Figure 1. Wires at chosen ports, followed through buffers (run 1).
Scale bar: 20 um.
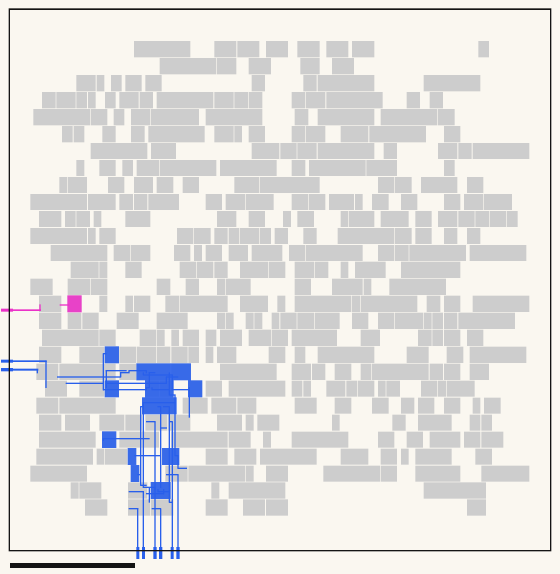
Figure 2. Clock wiring as the flow saved it (run 1).
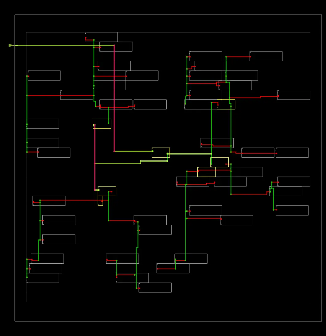
Figure 3. Drive-strength map (run 1).
Scale bar: 20 um.
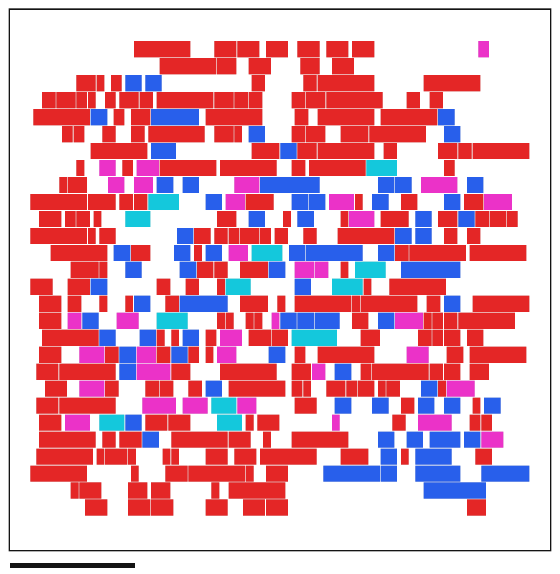
Figure 4. Clock network drawn from the DEF (run 1).
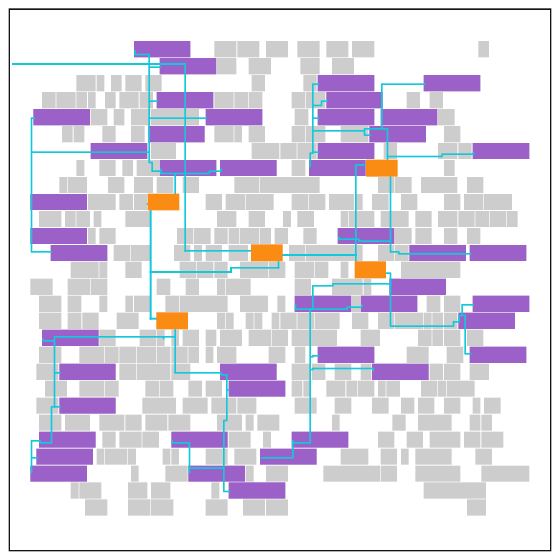
### src/rtl/ts_sync_framer.sv
`default_nettype none
// ============================================================================
// Module   : ts_sync_framer
// Purpose  : Aligns a raw byte stream to 204-byte transport packets using the
//            0x47/0xB8 sync bytes. It confirms lock over several packets,
//            flywheels over isolated sync errors, and forwards whole aligned
//            packets downstream over a rdy/acpt handshake.
// Revision : 1.0  initial release
// ============================================================================
module ts_sync_framer #(
    parameter int PKT_LEN    = 204,
    parameter int LOCK_CNT   = 3,
    parameter int UNLOCK_CNT = 3
) (
    input  logic       clk,
    input  logic       reset_n,
    input  logic [7:0] di,
    input  logic       di_rdy,
    output logic       di_acpt,
    output logic [7:0] do_data,
    output logic       do_rdy,
    input  logic       do_acpt,
    output logic       do_sop,
    output logic       do_err,
    output logic       locked,
    output logic [7:0] sync_loss_cnt
);

    localparam logic [7:0] c_LAST_POS   = 8'(PKT_LEN - 1);
    localparam logic [7:0] c_LOCK_CNT   = 8'(LOCK_CNT);
    localparam logic [7:0] c_UNLOCK_CNT = 8'(UNLOCK_CNT);
    localparam logic [7:0] c_SYNC_A     = 8'h47;
    localparam logic [7:0] c_SYNC_B     = 8'hB8;

    typedef enum logic [1:0] {
        S_HUNT   = 2'd0,
        S_VERIFY = 2'd1,
        S_LOCK   = 2'd2
    } state_t;

    state_t     r_state, w_state_nxt;
    logic [7:0] r_pos, w_pos_nxt;
    logic [7:0] r_good, w_good_nxt;
    logic [7:0] r_miss, w_miss_nxt;
    logic [7:0] r_loss_cnt;
    logic [7:0] r_do_data;
    logic       r_do_rdy, r_do_sop, r_do_err;

    logic       w_in_xfer, w_out_xfer, w_is_sync;
    logic [7:0] w_pos_inc;
    logic       w_fwd, w_fwd_sop, w_fwd_err, w_loss_inc;
    logic [7:0] w_fwd_data;

    // A new byte may enter whenever the output register is empty or draining.
    assign di_acpt    = !r_do_rdy | do_acpt;
    assign w_in_xfer  = di_rdy & di_acpt;
    assign w_out_xfer = r_do_rdy & do_acpt;
    assign w_is_sync  = (di == c_SYNC_A) || (di == c_SYNC_B);
    assign w_pos_inc  = (r_pos == c_LAST_POS) ? 8'd0 : r_pos + 8'd1;

    assign do_data       = r_do_data;
    assign do_rdy        = r_do_rdy;
    assign do_sop        = r_do_sop;
    assign do_err        = r_do_err;
    assign locked        = (r_state == S_LOCK);
    assign sync_loss_cnt = r_loss_cnt;

    // State, alignment and counter registers.
    always_ff @(posedge clk or negedge reset_n) begin
        if (!reset_n) begin
            r_state <= S_HUNT;
            r_pos   <= 8'd0;
            r_good  <= 8'd0;
            r_miss  <= 8'd0;
        end else begin
            r_state <= w_state_nxt;
            r_pos   <= w_pos_nxt;
            r_good  <= w_good_nxt;
            r_miss  <= w_miss_nxt;
        end
    end

    // Next-state logic and forwarding decision for the byte being accepted.
    always_comb begin
        w_state_nxt = r_state;
        w_pos_nxt   = r_pos;
        w_good_nxt  = r_good;
        w_miss_nxt  = r_miss;
        w_fwd       = 1'b0;
        w_fwd_data  = di;
        w_fwd_sop   = 1'b0;
        w_fwd_err   = 1'b0;
        w_loss_inc  = 1'b0;
        if (w_in_xfer) begin
            case (r_state)
                S_HUNT: begin
                    if (w_is_sync) begin
                        w_good_nxt = 8'd1;
                        w_pos_nxt  = 8'd1;
                        if (c_LOCK_CNT == 8'd1) begin
                            w_state_nxt = S_LOCK;
                            w_miss_nxt  = 8'd0;
                            w_fwd       = 1'b1;
                            w_fwd_sop   = 1'b1;
                        end else begin
                            w_state_nxt = S_VERIFY;
                        end
                    end
                end
                S_VERIFY: begin
                    w_pos_nxt = w_pos_inc;
                    if (r_pos == 8'd0) begin
                        if (w_is_sync) begin
                            w_good_nxt = r_good + 8'd1;
                            if (r_good + 8'd1 == c_LOCK_CNT) begin
                                w_state_nxt = S_LOCK;
                                w_miss_nxt  = 8'd0;
                                w_fwd       = 1'b1;
                                w_fwd_sop   = 1'b1;
                            end
                        end else begin
                            // Alignment guess was wrong; the byte is not re-examined.
                            w_state_nxt = S_HUNT;
                            w_good_nxt  = 8'd0;
                            w_pos_nxt   = 8'd0;
                        end
                    end
                end
                S_LOCK: begin
                    w_pos_nxt = w_pos_inc;
                    w_fwd     = 1'b1;
                    if (r_pos == 8'd0) begin
                        w_fwd_sop = 1'b1;
                        if (w_is_sync) begin
                            w_miss_nxt = 8'd0;
                        end else if (r_miss + 8'd1 < c_UNLOCK_CNT) begin
                            // Flywheel: substitute a clean sync and flag it.
                            w_miss_nxt = r_miss + 8'd1;
                            w_fwd_data = c_SYNC_A;
                            w_fwd_err  = 1'b1;
                        end else begin
                            // Too many misses: drop at the boundary so no partial packet leaves.
                            w_fwd       = 1'b0;
                            w_fwd_sop   = 1'b0;
                            w_state_nxt = S_HUNT;
                            w_good_nxt  = 8'd0;
                            w_miss_nxt  = 8'd0;
                            w_pos_nxt   = 8'd0;
                            w_loss_inc  = 1'b1;
                        end
                    end
                end
                default: begin
                    w_state_nxt = S_HUNT;
                    w_pos_nxt   = 8'd0;
                    w_good_nxt  = 8'd0;
                    w_miss_nxt  = 8'd0;
                end
            endcase
        end
    end

    // Output register: load on a forwarded byte, otherwise empty on handoff.
    always_ff @(posedge clk or negedge reset_n) begin
        if (!reset_n) begin
            r_do_data <= 8'h00;
            r_do_rdy  <= 1'b0;
            r_do_sop  <= 1'b0;
            r_do_err  <= 1'b0;
        end else if (w_fwd) begin
            r_do_data <= w_fwd_data;
            r_do_rdy  <= 1'b1;
            r_do_sop  <= w_fwd_sop;
            r_do_err  <= w_fwd_err;
        end else if (w_out_xfer) begin
            r_do_rdy  <= 1'b0;
        end
    end

    // Saturating count of lock losses.
    always_ff @(posedge clk or negedge reset_n) begin
        if (!reset_n) begin
            r_loss_cnt <= 8'd0;
        end else if (w_loss_inc && (r_loss_cnt != 8'hFF)) begin
            r_loss_cnt <= r_loss_cnt + 8'd1;
        end
    end

endmodule
`default_nettype wire

### config.mk
export PLATFORM = sky130hd
export DESIGN_NAME = ts_sync_framer
export DESIGN_NICKNAME = d
export VERILOG_FILES = /design/src/rtl/ts_sync_framer.sv
export SDC_FILE = /design/constraint.sdc
export NUM_CORES = 1
export LEC_CHECK = 0
export CORE_MARGIN = 3
export CORE_UTILIZATION = 40
export CTS_CLUSTER_DIAMETER = 50
export CTS_CLUSTER_SIZE = 16
export DETAILED_ROUTE_END_ITERATION = 8
export SYNTH_ARGS = -nofsm -noshare
export SYNTH_HDL_FRONTEND = slang
export SYNTH_SLANG_ARGS = --single-unit
export TNS_END_PERCENT = 30
### constraint.sdc
create_clock -name clk -period 2.2 [get_ports clk]
set_input_delay 0.44 -clock clk [delete_from_list [all_inputs] [get_ports clk]]
set_output_delay 0.44 -clock clk [all_outputs]
set_load 0.01 [all_outputs]
==> flow_summary.yaml, run 1 <==
# flow metrics
status:
  outcome: "finished with violations"
  violations: "setup timing"
worst_setup_path:
  worst_r2r_path_depth: 9
  timing.reg2reg.setup_slack_ns: -0.1
  timing.setup.critical_path_class: "flop to flop"
  crit_fanout: 8
  rr_endpoint: "do_data[0]"
  cp.arrival_ns: 2.47
  critical_path.n_buffers_inverters: 2
  slowest_stage: "or4b_4"
  worst-path-stages: 9
  crit_path_max_incr_delay_ns: 0.49
  launching_instance_or_port_of_the_critical_path: "r_good[0]"
  critical_path.endpoint: "do_data[0]"
  cp_delay_by_family_top: "AND-OR/OR-AND gates"
cells_and_area:
  fillCellCount: 514
  final_layout_top_logic_cells: "buf_4, dfrtp_1, clkdlybuf4s50_1, inv_1"
  area_dominant_class: "combinational gates"
  nets: 383
  drive_above_1_share_pct: 33.6
  finalCoreUtilization_pct: 62.4
  layout-area-overhead-vs-synth_pct: 46.6
  storage_cell_area_sq_um: 1130
  fin_cells: 435
  inverters: 17
timing:
  setup-tns-final_ns: -0.782
  timing.fmax_ghz: 0.435
  final.min_clock_period_ns: 2.30
  hold_viol: 0
  timing.final.ws_setup_ns: -0.0973
  rsz0062_at_grt: "true"
  worst_slew_pin_slew_ns: 0.698
  timing.final.setup_violations: 12
  relSlewSlack_pct: 53.4
power_and_ir_drop:
  p_int_mw: 1.54
  seq_cell_power_uw: 911
  power_combinational_uw: 833
  reg_power_share_pct: 40.5
  post-layout-total-power_mw: 2.25
  power.switching_uw: 712
  leakagePower_nw: 1.82
  power_switching_share_pct: 31.6
drt:
  post_drt_via_cell_ratio: 5.37
  dr_wl_met2_um: 3090
  route.antenna.remaining_nets: 0
  detail_route.wirelength.met1_um: 3050
  first_iter_violations: 97
  drc: 0
  drt_pass1_iterations: 4
  postRouteWirelength_um: 6350
logic_synthesis:
  post_synth_ao_oa_area_fraction_pct: 15.5
  fp_nets: 279
  syn-mean-instance-area_sq_um: 10.1
  ys_top_cells_by_area: "dfrtp_1, ha_1, mux2_2"
  yosys_reg_bits: 45
  ys_sh_adder_pct: 5.31
  ys_async_sr_fraction_pct: 100
  netlist_logic_family_top: "simple AND/OR/NAND/NOR gates"
  netlist_top_cells_count: "dfrtp_1, inv_1, nand2_1, nor2_1"
  ys_chip_area_sq_um: 2590
  muxShareOfSynthArea_pct: 5.74
  ys_dominant_reg_cell: "dfrtp_1"
  netlist-cell-type-count: 57
grt:
  grtUsageMet1_pct: 24.7
  grt_usage_pct: 17.7
  grt_overflow_total: 0
  grt_busiest_layer: "met2"
  grt_first_pass_wirelength_um: 10700
  pin_count_of_the_biggest_net_entering_global_routing: 32
  antenna_found_initial: 0
clock_tree:
  cts_tree: "built"
  inserted_clock_buffers: 5
  ctsHoldBuffers: 0
  clk_path_buf_depth: 2
  post_cts_buffers: 3
die:
  row_count: 28
  tapcell.inserted: 75
  chip_area_sq_um: 7490
placed_design:
  dp.final_hpwl_um: 4560
  worst_setup_slack_post_dpl_ns: -0.433
job:
  number_of_warnings_in_the_stage_logs: 34
hold_path:
  min_path_type: "input pin to asynchronous set/reset pin"
Notes on Figure 1 above:
[di] blue | direction: input | end cells: 14 | buffers: 10 | wire: 276 um
[do_acpt] magenta | direction: input | end cells: 1 | buffers: 1 | wire: 6.60 um
I/O Pins: 33
Port Buffers: 32

Notes on Figure 2 above:
latest clock arrival within the worst-skew pair: 0.29 ns
number of sinks handled by clock tree synthesis: 45
reported clock group power: 507 uW
skew final: 0.00540 ns
clock buffer count in the final layout: 7

Notes on Figure 3 above:
[x3 and x4] blue | cells: 75 | most used: buf_4
[x2] magenta | cells: 34 | most used: mux2_2
[x1 and smaller] red | cells: 239 | most used: dfrtp_1
[x6 and larger] cyan | cells: 12 | most used: clkbuf_8
Design Area, Final: 3800 sq um
number of buffers other than clock buffers in the final layout: 100

Notes on Figure 4 above:
[clock wires] cyan | length: 554 um
[clock-net drivers] orange | count: 5
[flip-flops] purple | count: 45
flops lie: spread over the die
clock share of power: 22.5%

## Run 2: what changed since run 1
--- a/config.mk
+++ b/config.mk
@@ -5,6 +5,7 @@
 export SDC_FILE = /design/constraint.sdc
 export NUM_CORES = 1
 export LEC_CHECK = 0
+export ABC_AREA = 0
 export CORE_MARGIN = 3
 export CORE_UTILIZATION = 40
 export CTS_CLUSTER_DIAMETER = 50
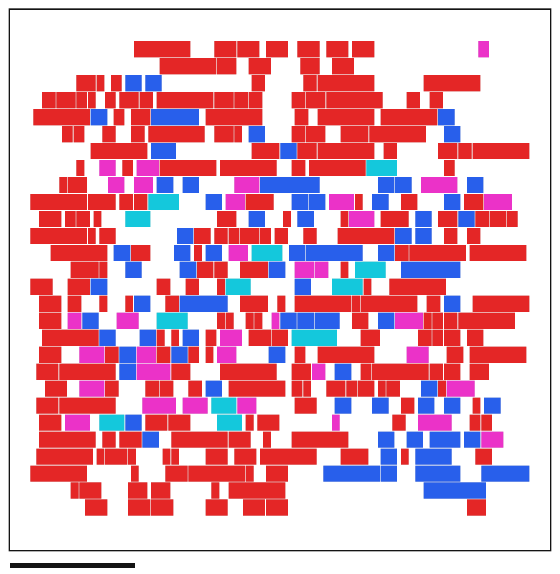
Figure 5: run 2, drive-strength map.
Scale bar: 20 um.
[x1 and smaller] red | cells: 239 | most used: dfrtp_1
[x3 and x4] blue | cells: 75 | most used: buf_4
[x6 and larger] cyan | cells: 12 | most used: clkbuf_8
[x2] magenta | cells: 34 | most used: mux2_2
layout overhead on the synthesized area: 46.6%
worst setup margin: -0.0973 ns

==> run 2 against run 1 <==
The run still ends with setup timing left. Setup slack unchanged. Critical path depth did not move. First-iteration DRC count unchanged. Flip-flop count did not move. Routed wire length unchanged. Synthesized cell count is the same. Clock power barely moved. Core utilization unchanged. Area after synthesis stayed put. Sequential power hardly changed. Cell count is the same. Register-to-register slack barely moved. Largest power group unchanged.
==> flow_summary.yaml, run 2 <==
# flow metrics
worst_setup_path:
  crit_path_max_incr_delay_ns: 0.49
  timing.reg2reg.setup_slack_ns: -0.1
  launching_instance_or_port_of_the_critical_path: "r_good[0]"
  rr_endpoint: "do_data[0]"
  critical_path.endpoint: "do_data[0]"
  crit_fanout: 8
  cp.arrival_ns: 2.47
cells_and_area:
  area_dominant_class: "combinational gates"
  clock_buffer_count_in_the_final_layout: 7
  inverters: 17
  final_layout_top_logic_cells: "buf_4, dfrtp_1, clkdlybuf4s50_1, inv_1"
  nets: 383
  fillCellCount: 514
  finalCoreUtilization_pct: 62.4
  fin_area_sq_um: 3800
logic_synthesis:
  syn-mean-instance-area_sq_um: 10.1
  ys_top_cells_by_area: "dfrtp_1, ha_1, mux2_2"
  ys_sh_adder_pct: 5.31
  netlist_logic_family_top: "simple AND/OR/NAND/NOR gates"
  fp_nets: 279
  netlist_top_cells_count: "dfrtp_1, inv_1, nand2_1, nor2_1"
  ys_chip_area_sq_um: 2590
  netlist-cell-type-count: 57
  yosys_reg_bits: 45
drt:
  detail_route.wirelength.met1_um: 3050
  drc: 0
  first_iter_violations: 97
timing:
  timing.final.ws_setup_ns: -0.0973
  setup-tns-final_ns: -0.782
  finalClockSkew_ns: 0.00540
  relSlewSlack_pct: 53.4
  timing.final.setup_violations: 12
  hold_viol: 0
  worst_slew_pin_slew_ns: 0.698
  rsz0062_at_grt: "true"
power_and_ir_drop:
  seq_cell_power_uw: 911
  p_int_mw: 1.54
  leakagePower_nw: 1.82
  power_switching_share_pct: 31.6
  power_combinational_uw: 833
  clock_share_of_power_pct: 22.5
  reported_clock_group_power_uw: 507
placed_design:
  port_buffers: 32
hold_path:
  min_path_type: "input pin to asynchronous set/reset pin"
die:
  row_count: 28
  tapcell.inserted: 75
  chip_area_sq_um: 7490
clock_tree:
  clock_latency_ns: 0.29
grt:
  pin_count_of_the_biggest_net_entering_global_routing: 32
  grt_usage_pct: 17.7
status:
  violations: "setup timing"
  outcome: "finished with violations"
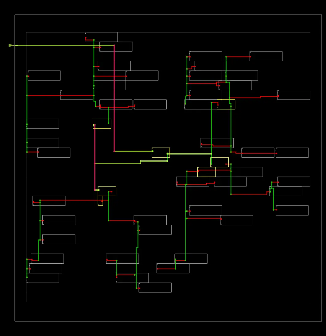
Figure 6: run 2, clock wiring as the flow saved it.
Inserted Clock Buffers: 5
FFs & Latches: 45

Power and IR drop assume default switching activity.
